Run 1, routing congestion:
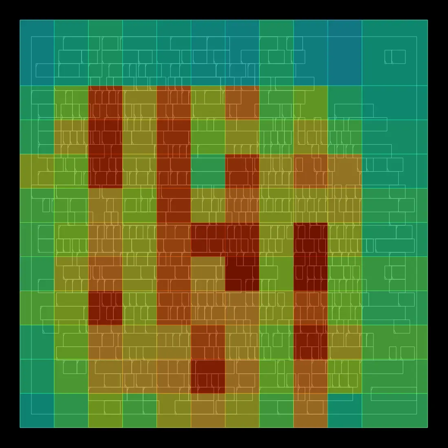
Run 1, placement by cell class:
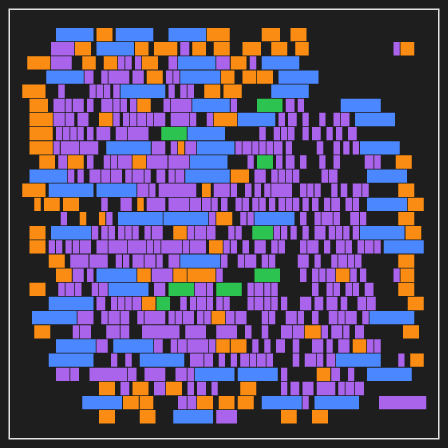
Run 1, sequential cells grouped by signal name:
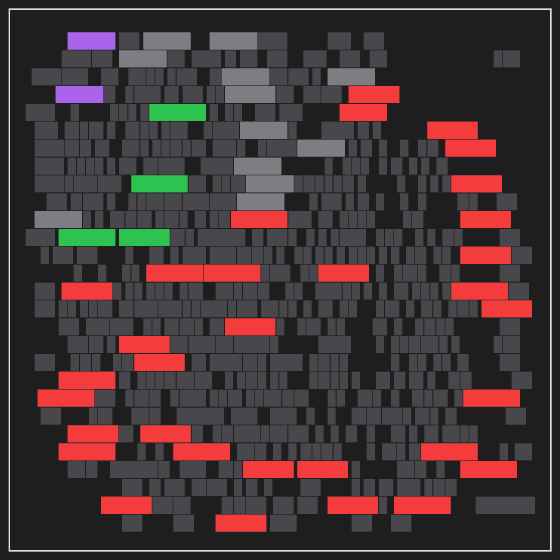
### src/rtl/multicycle_control.sv
// multicycle_control: Moore control FSM for a multicycle MIPS-style datapath.
// Drives the datapath selects/strobes from the current state, plus a debug
// state output and a retired-instruction counter.
// Optional feature: define MCTRL_ADDI_EN to add the addi path (IMMEX/IMMWB).
// Without it, opcode 001000 is unsupported and encodings 10/11 are unused.
// No valid/ready handshake is involved: the FSM advances on every clock, and
// opcode is consulted only while in DECODE and MEMADR.
module multicycle_control (
    input  logic        clk,
    input  logic        reset,
    input  logic [5:0]  opcode,
    input  logic        zero,
    output logic        PCEn,
    output logic        IorD,
    output logic        MemRead,
    output logic        MemWrite,
    output logic        IRWrite,
    output logic        MemtoReg,
    output logic        RegDst,
    output logic        RegWrite,
    output logic        ALUSrcA,
    output logic [1:0]  ALUSrcB,
    output logic [1:0]  PCSource,
    output logic [5:0]  ALUOP,
    output logic [3:0]  state,
    output logic [31:0] retired
);

    typedef enum logic [3:0] {
        S_FETCH  = 4'd0,
        S_DECODE = 4'd1,
        S_MEMADR = 4'd2,
        S_MEMRD  = 4'd3,
        S_MEMWB  = 4'd4,
        S_MEMWR  = 4'd5,
        S_EXEC   = 4'd6,
        S_ALUWB  = 4'd7,
        S_BRANCH = 4'd8,
        S_JUMP   = 4'd9,
        S_IMMEX  = 4'd10,
        S_IMMWB  = 4'd11
    } state_t;

    localparam logic [5:0] OP_RTYPE = 6'b000000;
    localparam logic [5:0] OP_LW    = 6'b100011;
    localparam logic [5:0] OP_SW    = 6'b101011;
    localparam logic [5:0] OP_BEQ   = 6'b000100;
    localparam logic [5:0] OP_J     = 6'b000010;
    localparam logic [5:0] OP_ADDI  = 6'b001000;

    localparam logic [5:0] ALU_ADD  = 6'b000000;
    localparam logic [5:0] ALU_SUB  = 6'b000001;
    localparam logic [5:0] ALU_RTY  = 6'b000010;
    localparam logic [5:0] ALU_ADDI = 6'b000011;

    // Everything the datapath sees, plus the two internal PC-write terms.
    typedef struct packed {
        logic       iord;
        logic       memread;
        logic       memwrite;
        logic       irwrite;
        logic       memtoreg;
        logic       regdst;
        logic       regwrite;
        logic       alusrca;
        logic [1:0] alusrcb;
        logic [1:0] pcsource;
        logic [5:0] aluop;
        logic       pcwrite;
        logic       pcwritecond;
    } ctrl_t;

    state_t      st;
    state_t      nxt;
    ctrl_t       ctrl;
    logic        retire;
    logic [31:0] retired_q;

    // Output pattern for a given state; anything not named stays 0.
    function automatic ctrl_t decode(input state_t s);
        ctrl_t c;
        c = '0;
        case (s)
            S_FETCH: begin
                c.memread  = 1'b1;
                c.irwrite  = 1'b1;
                c.alusrcb  = 2'b01;
                c.aluop    = ALU_ADD;
                c.pcwrite  = 1'b1;
            end
            S_DECODE: begin
                c.alusrcb  = 2'b11;
                c.aluop    = ALU_ADD;
            end
            S_MEMADR: begin
                c.alusrca  = 1'b1;
                c.alusrcb  = 2'b10;
                c.aluop    = ALU_ADD;
            end
            S_MEMRD: begin
                c.memread  = 1'b1;
                c.iord     = 1'b1;
            end
            S_MEMWB: begin
                c.regwrite = 1'b1;
                c.memtoreg = 1'b1;
            end
            S_MEMWR: begin
                c.memwrite = 1'b1;
                c.iord     = 1'b1;
            end
            S_EXEC: begin
                c.alusrca  = 1'b1;
                c.aluop    = ALU_RTY;
            end
            S_ALUWB: begin
                c.regwrite = 1'b1;
                c.regdst   = 1'b1;
            end
            S_BRANCH: begin
                c.alusrca     = 1'b1;
                c.aluop       = ALU_SUB;
                c.pcsource    = 2'b01;
                c.pcwritecond = 1'b1;
            end
            S_JUMP: begin
                c.pcsource = 2'b10;
                c.pcwrite  = 1'b1;
            end
`ifdef MCTRL_ADDI_EN
            S_IMMEX: begin
                c.alusrca  = 1'b1;
                c.alusrcb  = 2'b10;
                c.aluop    = ALU_ADDI;
            end
            S_IMMWB: begin
                c.regwrite = 1'b1;
            end
`endif
            default: c = '0;
        endcase
        return c;
    endfunction

    // Next-state selection; opcode matters only in DECODE and MEMADR.
    always_comb begin
        nxt = S_FETCH;
        case (st)
            S_FETCH:  nxt = S_DECODE;
            S_DECODE: begin
                case (opcode)
                    OP_RTYPE:      nxt = S_EXEC;
                    OP_LW, OP_SW:  nxt = S_MEMADR;
                    OP_BEQ:        nxt = S_BRANCH;
                    OP_J:          nxt = S_JUMP;
`ifdef MCTRL_ADDI_EN
                    OP_ADDI:       nxt = S_IMMEX;
`endif
                    default:       nxt = S_FETCH;
                endcase
            end
            S_MEMADR: nxt = (opcode == OP_LW) ? S_MEMRD : S_MEMWR;
            S_MEMRD:  nxt = S_MEMWB;
            S_EXEC:   nxt = S_ALUWB;
`ifdef MCTRL_ADDI_EN
            S_IMMEX:  nxt = S_IMMWB;
`endif
            default:  nxt = S_FETCH;
        endcase
    end

    // An instruction retires when a completion state hands back to FETCH;
    // the DECODE bail-out for unknown opcodes and unused encodings do not count.
    always_comb begin
        retire = 1'b0;
        case (st)
            S_MEMWB, S_MEMWR, S_ALUWB, S_BRANCH, S_JUMP: retire = 1'b1;
`ifdef MCTRL_ADDI_EN
            S_IMMWB: retire = 1'b1;
`endif
            default: retire = 1'b0;
        endcase
    end

    // State, registered decode of the state being entered, and retire count.
    always_ff @(posedge clk) begin
        if (reset) begin
            st        <= S_FETCH;
            ctrl      <= decode(S_FETCH);
            retired_q <= 32'd0;
        end else begin
            st   <= nxt;
            ctrl <= decode(nxt);
            if (retire) begin
                retired_q <= retired_q + 32'd1;
            end
        end
    end

    // Branch resolution is the one place an input reaches an output.
    assign PCEn     = ctrl.pcwrite | (ctrl.pcwritecond & zero);
    assign IorD     = ctrl.iord;
    assign MemRead  = ctrl.memread;
    assign MemWrite = ctrl.memwrite;
    assign IRWrite  = ctrl.irwrite;
    assign MemtoReg = ctrl.memtoreg;
    assign RegDst   = ctrl.regdst;
    assign RegWrite = ctrl.regwrite;
    assign ALUSrcA  = ctrl.alusrca;
    assign ALUSrcB  = ctrl.alusrcb;
    assign PCSource = ctrl.pcsource;
    assign ALUOP    = ctrl.aluop;
    assign state    = st;
    assign retired  = retired_q;

endmodule

### config.mk
export PLATFORM = sky130hd
export DESIGN_NAME = multicycle_control
export DESIGN_NICKNAME = d
export VERILOG_FILES = /design/src/rtl/multicycle_control.sv
export SDC_FILE = /design/constraint.sdc
export NUM_CORES = 1
export LEC_CHECK = 0
export ABC_AREA = 1
export CAP_MARGIN = 20
export CORE_MARGIN = 2
export CORE_UTILIZATION = 46
export CTS_CLUSTER_DIAMETER = 40
export DETAILED_ROUTE_END_ITERATION = 16
export GPL_TIMING_DRIVEN = 0
export PLACE_DENSITY = 0.77
export SLEW_MARGIN = 20
export SYNTH_ARGS = -nofsm -noshare
export SYNTH_HDL_FRONTEND = slang
export SYNTH_SLANG_ARGS = --single-unit
### constraint.sdc
create_clock -name clk -period 1.6 [get_ports clk]
set_clock_uncertainty 0.15 [all_clocks]
set_input_delay 0.24 -clock clk [delete_from_list [all_inputs] [get_ports clk]]
set_output_delay 0.24 -clock clk [all_outputs]
set_load 0.01 [all_outputs]
==> flow_summary.yaml, run 1 <==
# synthesis and place-and-route metrics
pwr:
  clock_power_uw: 811
  power_frac_seq: 0.561
  finalPower_uw: 2210
  internal_power_uw: 1630
cells_and_area:
  seq_share: 0.272
  diodes: 0
  nonClkBufAreaFrac: 0.193
  seq_cell_count: 50
  final_layout_top_logic_cells: "nand2_1, nor2_1, dlygate4sd2_1"
  comb_cells: 333
  clkCellAreaFrac: 0.0242
  drive_gt1_frac: 0.282
  nets: 540
  mostFrequentLayoutCell: "nand2_1"
  final_cell_area_um2: 3980
  area.growth.synth_to_final_pct: 41.3
drt:
  antenna_left: 0
  drtPass1Iterations: 5
  wl_met1_mm: 3.44
  wl_met3_um: 444
timing:
  worst_pin_slew_ps: 550
  maxSlewViolCount: 0
outcome:
  outcome: "finished clean"
clock_tree:
  clock-sinks: 50
  postCtsResizedCells: 99
  cts_setup_buffers: 0
  ctsRootBufferMaster: "clkbuf_8"
min_path:
  hold_path_end: "retired[30]$_SDFFE_PP0P_"
die:
  die_y_um: 82.2
  taps: 75
grt:
  grt_pass1_wl_mm: 12.3
  groute.usage.overall: 0.233
worst_setup_path:
  path_cells: "nor2_1, nor2_2, nor2_8, nand2_4, nor2_8, nand4_1, nand2_1, nor2_2"
  worst_setup_path_start_kind: "flip-flop"
synthesis:
  synth_flop_count: 50
  ys_cells: 449
place:
  dp_cells: 585
-- 'routing congestion' (at the start) --
GR Util met2: 0.397
grt peak-use layer: met2
routed len/inst: 13.3 µm

-- 'placement by cell class' (at the start) --
Key: all other logic = purple [cells 384]; flip-flops = blue [cells 50]; clock drivers and dummy loads = green [cells 8]; other buffers and delay cells = orange [cells 89]

-- 'sequential cells grouped by signal name' (at the start) --
Key: ALUSrcB = purple [placed flops 2]; retired = red [placed flops 32, where widely spread]; state = green [placed flops 4]
Another 12 sequential cells are not colored.

Run 1, placement density heat map:
The die is cut into 8 by 8 equal tiles; black is low, pale yellow is high, 0 to 100% covered.
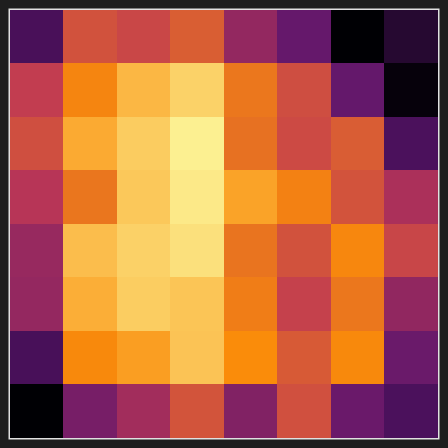

==> run 2, diff against run 1 <==
--- a/config.mk
+++ b/config.mk
@@ -8,11 +8,12 @@
 export ABC_AREA = 1
 export CAP_MARGIN = 20
 export CORE_MARGIN = 2
-export CORE_UTILIZATION = 46
+export CORE_UTILIZATION = 42
 export CTS_CLUSTER_DIAMETER = 40
 export DETAILED_ROUTE_END_ITERATION = 16
 export GPL_TIMING_DRIVEN = 0
-export PLACE_DENSITY = 0.77
+export PLACE_DENSITY = 0.71
+export REMOVE_ABC_BUFFERS = 1
 export SLEW_MARGIN = 20
 export SYNTH_ARGS = -nofsm -noshare
 export SYNTH_HDL_FRONTEND = slang
Run 2, placement density heat map:
The die is cut into 9 by 9 equal tiles; black is low, pale yellow is high, 0 to 100% covered.
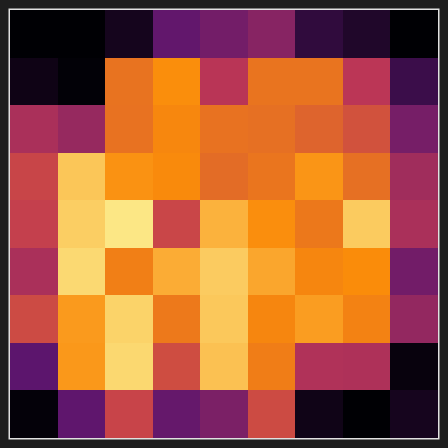
7.4% of the tiles are nearly empty. 25% of the tiles are over 75% full. The emptiest ninth of the die: top left.
Core Region: 6420 µm²
final core occ: 0.624
Initial Utilization: 0.439

==> run 2 against run 1 <==
The flow now finishes with violations (design-rule violations). First-iteration DRC count rose by 16%. Critical path depth decreased by 7. Count of clock-buffer cells in the layout did not move. Combinational power down 7%. Sequential share of layout area decreased by 0.29 points. Via count increased by 1.1%. Non-clock buffer count down 6. Die size increased by 9.1%. Worst hold slack better by 25 ps. Critical endpoint is now IorD.
==> flow_summary.yaml, run 2 <==
# synthesis and place-and-route metrics
timing:
  maxSlewViolCount: 0
  worst_pin_slew_ps: 692
cells_and_area:
  mostFrequentLayoutCell: "nand2_1"
  final_layout_top_logic_cells: "nand2_1, nor2_1, inv_1"
  seq_cell_count: 50
  area.growth.synth_to_final_pct: 42.3
  drive_gt1_frac: 0.277
  final_cell_area_um2: 4010
  clkCellAreaFrac: 0.0290
  diodes: 0
  comb_cells: 334
place:
  dp_cells: 570
grt:
  groute.usage.overall: 0.203
  grt_pass1_wl_mm: 12.2
  grt_busiest_layer: "met2"
  grt_max_degree: 29
die:
  die_y_um: 85.9
  taps: 77
synthesis:
  top_logic_kind: "simple AND/OR/NAND/NOR gates"
  yosysTopAreaCell: "dfxtp_1"
  synth_flop_count: 50
worst_setup_path:
  worst_setup_path_start_kind: "flip-flop"
  path_cells: "clkdlybuf4s50_1"
outcome:
  violations: "design-rule violations"
  outcome: "complete, but fails checks"
clock_tree:
  ctsRootBufferMaster: "clkbuf_8"
  cts_setup_buffers: 5
  postCtsResizedCells: 98
  clock-sinks: 50
pwr:
  power_frac_seq: 0.533
  internal_power_uw: 1770
  finalPower_uw: 2330
  clock_power_uw: 940
drt:
  routedWlPerCell_um: 13.3
  wl_met3_um: 552
  wl_met1_mm: 3.19
  route.detailed.drc: 1
  antenna_left: 0
  drtPass1Iterations: 11
Run 2, sequential cells grouped by signal name:
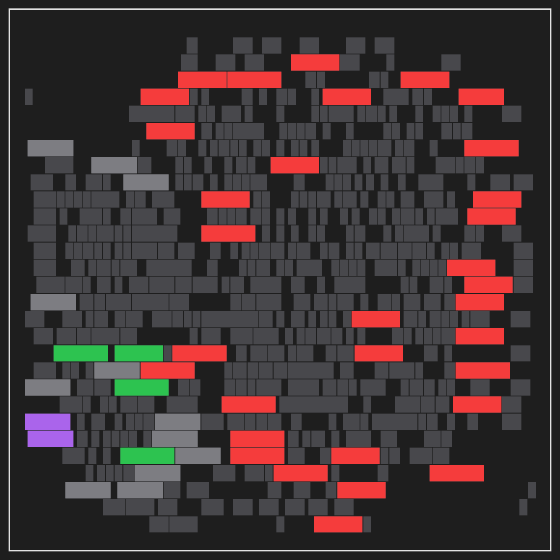
Key: ALUSrcB = purple [placed flops 2]; retired = red [placed flops 32]; state = green [placed flops 4]
Flop area: 1080 µm²
fraction of area in registers: 0.269

Power figures rest on the tool's default switching activity, not on a simulated workload.
